Design mem_bus_arbiter, sky130hd; sources not shown.
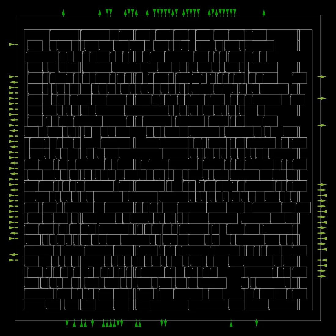
**Above:** cell outlines without signal wires.
TAP cells: 70
Post-Layout Cell Count: 527
flip-flops: 51
Core Rows: 26

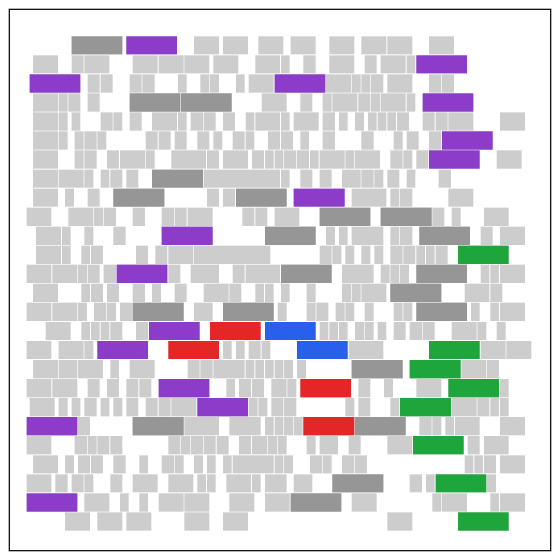
**Above:** sequential cells coloured by netlist name.
colour	netlist name	flops
green	rdata	8
blue	r_state	2
red	r_starve	4
purple	mem_addr	16
not coloured	21
sequential share of cell area: 28.2%
seq pwr: 743 µW

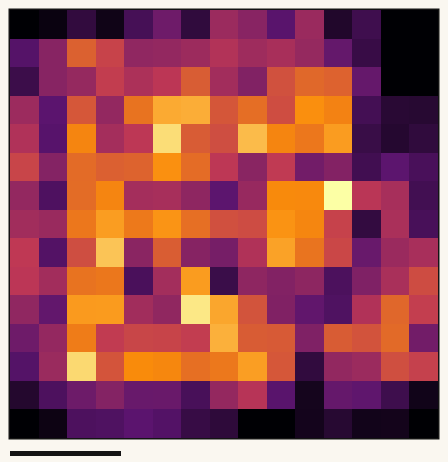
**Above:** wire density map.
The bar under the picture is 20 µm long. 15 x 15 tiles, from black (low) to pale yellow (high), scaled to the fullest tile. Values are wire area over tile area, all layers added.
emptiest ninth of the die	top right
tiles over half the peak	38%
mean over tiles	0.17
fullest tile	0.41
All-Layer GR Usage: 22.0%
Avg WL per Cell: 12.0 µm

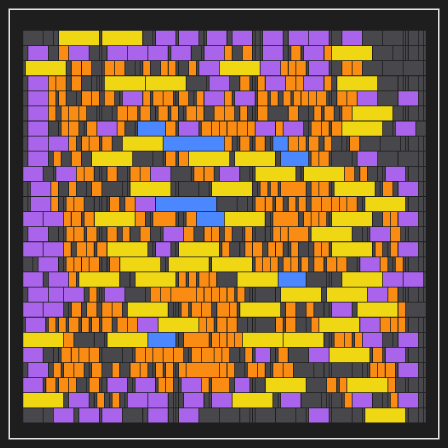
**Above:** placement by cell class.
Fill, decap, tap and diode cells in grey.
colour	class	cells	share of their area
orange	all other logic	294	38%
yellow	flip-flops	51	29%
blue	clock drivers and dummy loads	8	3.9%
purple	other buffers and delay cells	104	29%
post-route core utilization: 70.4%
core area: 0.00514 mm²
post-route cell area: 0.00362 mm²

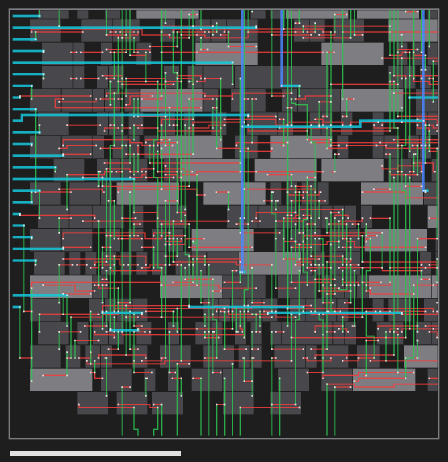
**Above:** zoomed window.
The bar under the picture is 20 µm long. Window x 0 to 50, y 0 to 50 µm. Cells in grey, sequential cells in the stronger grey; small squares are vias.
colour	layer
green	met2
blue	met4
red	met1
cyan	met3
most frequent	nand3_1 (39), clkdlybuf4s50_1 (39), inv_1 (31)
sequential cells in the window	22
cells with their middle in the window	210

==> results.yml <==
# implementation run metrics
layout:
  register_area_mm2: 0.00102
  largest_reg_flops: 16
  final_cell_mix: "clkdlybuf4s50_1, nand3_1, inv_1, dfxtp_1, nand2_1"
  nets: 522
  drive_gt1_share_pct: 3.94
  diodes: 0
  mostFrequentLayoutCell: "clkdlybuf4s50_1"
  comb_area_mm2: 0.00110
  dominant_cells: "logic gates"
  area.share.combinational_pct: 30.5
critical_path:
  critPathLaunchType: "input port"
  critical_path_depth: 7
  r2r_slack_ns: 1.42
  worstPathRequired_ns: 3.53
  worst_path_most_repeated_cell: "nand2_1"
  crit_family: "simple AND/OR/NAND/NOR gates"
  critPathMaxFanout: 27
  cp-end-kind: "flip-flop"
synth:
  yosysWarnings: 0
  syn-num-nets: 430
  ys_area_mm2: 0.00246
  synth_flops: 51
  ys_seq_share_pct: 41.5
  synthesis.area_mm2: 0.00246
timing:
  max_freq_ghz: 0.466
  rsz0062_at_grt: "false"
  hold_violations: 0
  layout_min_cycle_time_ns: 2.15
  fin_crit_sh_pct: 65.5
  fin_setup_tns_ns: 0
  worstMarginPinSlew_ns: 0.607
power:
  ir_drop_v: 0.000263
  p_leak_nw: 1.61
  p_sw_share_pct: 29.8
  switchingPower_uw: 539
  clock_power_share_pct: 28.5
  total_power_mw: 1.81
  p_comb_share_pct: 30.4
  p_int_mw: 1.27
route:
  dr.pass1.iters: 5
  highest_layer: "met4"
  routed_wl_um: 6350
  route.vias.total: 2609
  wirelength_met1_um: 2720
  wl_met3_um: 439
  post-route-drc-count: 0
  wl_met2_um: 3110
floorplan:
  ios: 101
  die-area_mm2: 0.00595
placement:
  place_ws_ns: 0.818
  dp.cells: 519
  placed_area_mm2: 0.00348
  gp_congestion: 0.750
  io_buffers: 100
cts:
  insertion_delay_ns: 0.31
  htree_levels: 2
  cts_resized: 0
outcome:
  status: "finished, final reports clean"
global_routing:
  grt_most_used_layer: "met2"
  grt_pass1_wl_um: 10700
  antenna_found_initial: 0
  grt_pass1_vias: 2442
flow_run:
  cap_violations: 0
-- synth_stat cells --
library cell / number
o21ai_0: 11
buf_1: 1
buf_6: 1
nand2_4: 1
clkbuf_1: 7
a21oi_4: 1
nand3_1: 83
buf_4: 3
a21oi_1: 37
inv_2: 1
nand2_1: 49
ha_1: 4
nand3_2: 1
nor3_1: 1
dfxtp_1: 51
o22ai_1: 1
o21ai_2: 1
nand2_2: 1
inv_1: 62
buf_2: 7
nor2_1: 40
-- kinds of logic (layout without fill, tap and decap cells) --
| kind of cell | count (synthesis) | count (layout) | synth area share [%] |
|---|---|---|---|
| and+or+nand+nor | 176 | 176 | 31.8 |
| AOI/OAI and AO/OA | 51 | 51 | 11.0 |
| adders and majority gates | 4 | 4 | 2.03 |
| DFF | 51 | 51 | 41.5 |
| buffers and inverters | 82 | 175 | 13.6 |
Power is estimated from default activity; no workload was simulated.
